[src/rtl/sine_nco_pkg.sv]
// Shared constants, quadrant type and quarter-wave sine table for the NCO.
// Table entry i holds round(127*sin(pi*(2i+1)/256)); it never contains 0.
package sine_nco_pkg;

  localparam int NCO_PHASE_W    = 16;
  localparam int NCO_LUT_ADDR_W = 6;
  localparam int NCO_AMP_W      = 8;

  typedef enum logic [1:0] {
    Q0 = 2'd0,
    Q1 = 2'd1,
    Q2 = 2'd2,
    Q3 = 2'd3
  } quadrant_e;

  localparam logic [6:0] QUARTER_ROM [64] = '{
    7'd2,   7'd5,   7'd8,   7'd11,  7'd14,  7'd17,  7'd20,  7'd23,
    7'd26,  7'd29,  7'd32,  7'd35,  7'd38,  7'd41,  7'd44,  7'd47,
    7'd50,  7'd53,  7'd56,  7'd58,  7'd61,  7'd64,  7'd67,  7'd69,
    7'd72,  7'd74,  7'd77,  7'd79,  7'd82,  7'd84,  7'd86,  7'd89,
    7'd91,  7'd93,  7'd95,  7'd97,  7'd99,  7'd101, 7'd103, 7'd105,
    7'd106, 7'd108, 7'd110, 7'd111, 7'd113, 7'd114, 7'd115, 7'd117,
    7'd118, 7'd119, 7'd120, 7'd121, 7'd122, 7'd123, 7'd124, 7'd124,
    7'd125, 7'd125, 7'd126, 7'd126, 7'd127, 7'd127, 7'd127, 7'd127
  };

  // Quadrants 1 and 3 walk the quarter table backwards.
  function automatic logic mirror_index(input quadrant_e q);
    return (q == Q1) || (q == Q3);
  endfunction

  function automatic logic negate_half(input quadrant_e q);
    return (q == Q2) || (q == Q3);
  endfunction

endpackage

[src/rtl/sine_quarter_lut.sv]
// Registered quarter-wave magnitude ROM: address in, magnitude out one cycle later.
module sine_quarter_lut
  import sine_nco_pkg::*;
#(
  parameter int ADDR_W = NCO_LUT_ADDR_W,
  parameter int MAG_W  = NCO_AMP_W - 1
) (
  input  logic              clk,
  input  logic              rst_n,
  input  logic [ADDR_W-1:0] addr,
  output logic [MAG_W-1:0]  mag
);

  logic [MAG_W-1:0] mag_d;
  logic [MAG_W-1:0] mag_q;

  always_comb begin
    mag_d = QUARTER_ROM[addr];
  end

  always_ff @(posedge clk or negedge rst_n) begin
    if (!rst_n) begin
      mag_q <= '0;
    end else begin
      mag_q <= mag_d;
    end
  end

  assign mag = mag_q;

endmodule

[src/rtl/sine_nco_gen.sv]
// Phase-accumulator sine NCO: quadrant-folded quarter ROM, two-stage output pipe.
// sample_valid is a one-cycle strobe per sample; there is no back-pressure.
module sine_nco_gen
  import sine_nco_pkg::*;
#(
  parameter int PHASE_W    = NCO_PHASE_W,
  parameter int LUT_ADDR_W = NCO_LUT_ADDR_W,
  parameter int AMP_W      = NCO_AMP_W
) (
  input  logic               clk,
  input  logic               rst_n,
  input  logic               enable,
  input  logic               sync_clr,
  input  logic               freq_load,
  input  logic [PHASE_W-1:0] freq_word,
  output logic [AMP_W-1:0]   sine_wave,
  output logic               sample_valid,
  output logic               phase_wrap
);

  logic [PHASE_W-1:0]    acc_d, acc_q;
  logic [PHASE_W-1:0]    freq_d, freq_q;
  logic                  wrap_d, wrap_q;
  logic [PHASE_W:0]      acc_sum;

  quadrant_e             quad;
  logic [LUT_ADDR_W-1:0] idx;
  logic [LUT_ADDR_W-1:0] lut_addr;
  logic [AMP_W-2:0]      lut_mag;

  logic                  v1_d, v1_q;
  logic                  neg1_d, neg1_q;
  logic                  wrap1_d, wrap1_q;
  logic [AMP_W-1:0]      sine_d, sine_q;
  logic                  valid_d, valid_q;
  logic                  pwrap_d, pwrap_q;

  assign acc_sum  = {1'b0, acc_q} + {1'b0, freq_q};
  assign quad     = quadrant_e'(acc_q[PHASE_W-1 -: 2]);
  assign idx      = acc_q[PHASE_W-3 -: LUT_ADDR_W];
  assign lut_addr = mirror_index(quad) ? ~idx : idx;

  // The add always uses the increment held before this edge, so a load
  // coinciding with an update only affects the following update.
  always_comb begin
    acc_d  = acc_q;
    wrap_d = wrap_q;
    freq_d = freq_q;
    if (freq_load) begin
      freq_d = freq_word;
    end
    if (sync_clr) begin
      acc_d  = '0;
      wrap_d = 1'b0;
    end else if (enable) begin
      acc_d  = acc_sum[PHASE_W-1:0];
      wrap_d = acc_sum[PHASE_W];
    end
  end

  always_comb begin
    v1_d    = enable;
    neg1_d  = negate_half(quad);
    wrap1_d = enable & wrap_q;
    valid_d = v1_q;
    pwrap_d = v1_q & wrap1_q;
    sine_d  = sine_q;
    if (v1_q) begin
      sine_d = neg1_q ? -{1'b0, lut_mag} : {1'b0, lut_mag};
    end
  end

  sine_quarter_lut #(
    .ADDR_W (LUT_ADDR_W),
    .MAG_W  (AMP_W - 1)
  ) u_lut (
    .clk   (clk),
    .rst_n (rst_n),
    .addr  (lut_addr),
    .mag   (lut_mag)
  );

  always_ff @(posedge clk or negedge rst_n) begin
    if (!rst_n) begin
      acc_q   <= '0;
      freq_q  <= '0;
      wrap_q  <= 1'b0;
      v1_q    <= 1'b0;
      neg1_q  <= 1'b0;
      wrap1_q <= 1'b0;
      sine_q  <= '0;
      valid_q <= 1'b0;
      pwrap_q <= 1'b0;
    end else begin
      acc_q   <= acc_d;
      freq_q  <= freq_d;
      wrap_q  <= wrap_d;
      v1_q    <= v1_d;
      neg1_q  <= neg1_d;
      wrap1_q <= wrap1_d;
      sine_q  <= sine_d;
      valid_q <= valid_d;
      pwrap_q <= pwrap_d;
    end
  end

  assign sine_wave    = sine_q;
  assign sample_valid = valid_q;
  assign phase_wrap   = pwrap_q;

endmodule

[config.mk]
export PLATFORM = sky130hd
export DESIGN_NAME = sine_nco_gen
export DESIGN_NICKNAME = d
export VERILOG_FILES = /design/src/rtl/sine_nco_pkg.sv /design/src/rtl/sine_quarter_lut.sv /design/src/rtl/sine_nco_gen.sv
export SDC_FILE = /design/constraint.sdc
export NUM_CORES = 1
export LEC_CHECK = 0
export CAP_MARGIN = 20
export CELL_PAD_IN_SITES_DETAIL_PLACEMENT = 0
export CELL_PAD_IN_SITES_GLOBAL_PLACEMENT = 2
export CORE_MARGIN = 1
export CORE_UTILIZATION = 30
export CTS_BUF_LIST = sky130_fd_sc_hd__clkbuf_2
export DETAILED_ROUTE_END_ITERATION = 12
export DONT_BUFFER_PORTS = 1
export HOLD_SLACK_MARGIN = 0.1
export PLACE_DENSITY = 0.59
export SLEW_MARGIN = 40
export SYNTH_ARGS = -nofsm -noshare
export SYNTH_HDL_FRONTEND = slang
export SYNTH_SLANG_ARGS = --single-unit
[constraint.sdc]
create_clock -name clk -period 2.56 [get_ports clk]
set_input_delay 0.256 -clock clk [delete_from_list [all_inputs] [get_ports clk]]
set_output_delay 0.256 -clock clk [all_outputs]
set_load 0.02 [all_outputs]
final_clocks.png
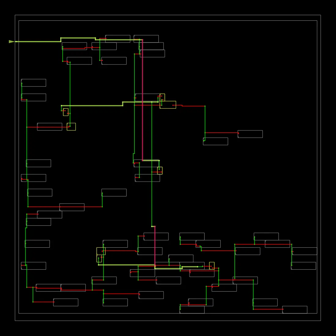
Worst Clk Skew: 0.0243 ns
total CTS buffers: 5
registers: 53
clock buf count: 5
clk_lat worst skew: 0.52 ns

metal_stack.png
Bar = 20 um. Two of the layers only.
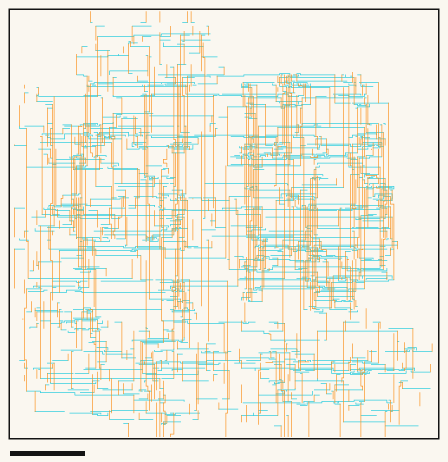
legend:
  met1:
    colour: cyan
    wire_length: 4,450 um
  met2:
    colour: orange
    wire_length: 4,780 um
gr usage total: 0.161
Detailed Route WL: 9.65 mm
DR WL/cell: 16.0 um

pdn.png
Bar = 20 um. Pins as bars on the die edge.
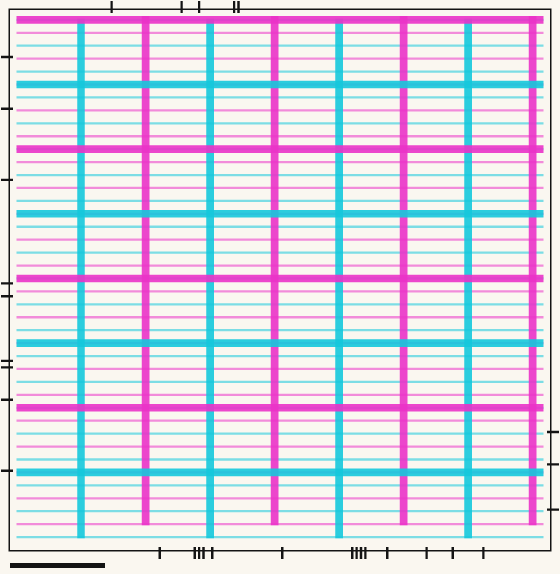
legend:
  VDD:
    colour: magenta
  VSS:
    colour: cyan
met4 straps: 8
signal pins: 31
met1 rails: 41
rows: 40
Die X-Extent: 114 um
core footprint: 0.0121 mm2

met2.png
Bar = 20 um.
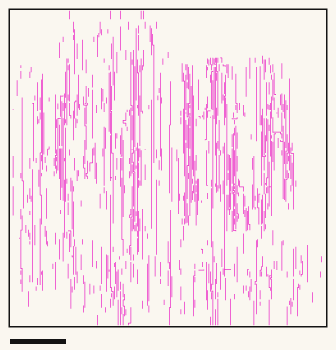
main direction: vertical
longest straight run: 47.9 um
total vias in the final route: 3,109
global routing usage on met2: 0.272

==> changes_impl.md <==
### Changed

- Post-synth ARST share: 1.00
- Count of final setup violators: 0
- Worst setup SP type: flip-flop
- Design Power: 3310 uW
- Slew @ Worst Pin: 0.637 ns
- Gpl congestion: between 0.8 and 0.9
- # diodes: 0
- Slew Viols, Final: 0
- Mean Syn Cell Area: slightly below 9 um2
- Sink Count: 53
- RSZ-0062 raised after global routing: false
- Worst EP arrival: 2.72 ns
- Top-area cell share: 0.355
- Clock slew at reported path FFs: 0.32 ns
- Minimum clock period: 2.28 ns
- CTS tree: done
- Reg2reg setup slack: around 0.28 ns
- Yosys top cell by instances: dfrtp_1
- # nets final: approximately 480
- Fmax: 0.438 GHz
- RR Startpoint: acc_q[0]
- Fraction of the yosys area taken by sequential cells: 0.355
- Largest net degree at the start of global routing: 54
- DP Worst Slack: 0.331 ns
- Tool warnings: 32
- Cell type with the largest total area: dfrtp_1
- Final core occ: 0.350
- Bufs and invs on worst path: 1
- Cell area leaders: dfrtp_1 35%, ha_1 8.0%, mux2_2 4.8%
- Outcome: completed
- Final hold violations: 0
- Yosys chip area: 0.00374 mm2
- Power Dens Cells: 785 mW/mm2
- Seq cells post-synth: around 53
- Max Cap Viol: 0
==> path summary, 6_finish.rpt <==
kind	to	depth (start not counted)
setup / recovery	acc_q[14]	9
hold / removal	sine_wave[6]	2
setup reg to reg	acc_q[14]	9
hold reg to reg	neg1_q	0
max in group asynchronous	acc_q[4]	2
min in group clk	acc_q[14]	2
==> where the power goes <==
group / leakage (uW) / switching, uW / total (uW) / internal, uW
combinational: 0.00105 / 964 / 1650 / 688
clock: 0.0000359 / 321 / 401 / 80.5
sequential: 0.000653 / 233 / 1260 / 1030
total: 0.00174 / 1520 / 3310 / 1790
==> flip-flops by register name, summed over array words and instances, names as in the netlist <==
name	cells
neg1_q	1
wrap1_q	1
v1_q	1
acc_q	16
freq_q	16
sine_wave	8
wrap_q	1
sample_valid	1
phase_wrap	1
u_lut.mag	7
==> kinds of logic after synthesis <==
family          share of synthesized area
mux                                0.0670
xor+xnor                           0.0653
buf+inv                            0.0486
simple gates                        0.165
compound gates                      0.213
fa+ha+maj                          0.0857
flops                               0.355
==> metal layers <==
metal  global-route usage  wire length, um  share of wire
met1                0.200             4450           0.46
met2                0.272             4780           0.50
met3               0.0292              215          0.022
met5                    0                0              0
met4               0.0684              209          0.022
==> stage by stage <==
step | hold WS [ns] | area (um2)
finish | 0.169 | 4220
detailed placement | -0.0384 | 3930
global route | 0.110 | 4220
floorplan | -0.0396 | 3740
CTS | 0.119 | 4220
global placement | -0.0385 | 3930
==> cell type report <==
cell class	instances	area [um2]
Clock buffer	5	25.0
Clock inverter	3	33.8
Fill cell	1274	7850
Inverter	12	45.0
Multi-Input combinational cell	326	2230
Sequential cell	53	1330
Tap cell	168	210
Timing Repair Buffer	38	348
==> placed cells by master (no fill, tap or decap), types with 3 or more instances in the layout <==
master,Yosys,final
o22ai_1,4,4
o21a_1,3,3
ha_1,24,24
a31oi_1,10,10
dfrtp_1,53,53
nor2b_1,9,9
or3_1,3,3
xor2_1,16,16
mux2i_1,7,7
nand4_1,5,5
a21o_1,3,3
nor2_1,34,34
a21oi_1,32,32
xnor2_1,10,10
o211ai_1,6,6
nor3_1,8,8
inv_1,12,12
clkbuf_2,1,5
buf_4,1,16
a211oi_1,10,10
o21ai_0,27,27
nand2_1,35,35
a221oi_1,3,3
nand3_1,8,8
mux2_2,16,16
nand2b_1,11,11
dlygate4sd3_1,0,19
Power is estimated from default activity; no workload was simulated.
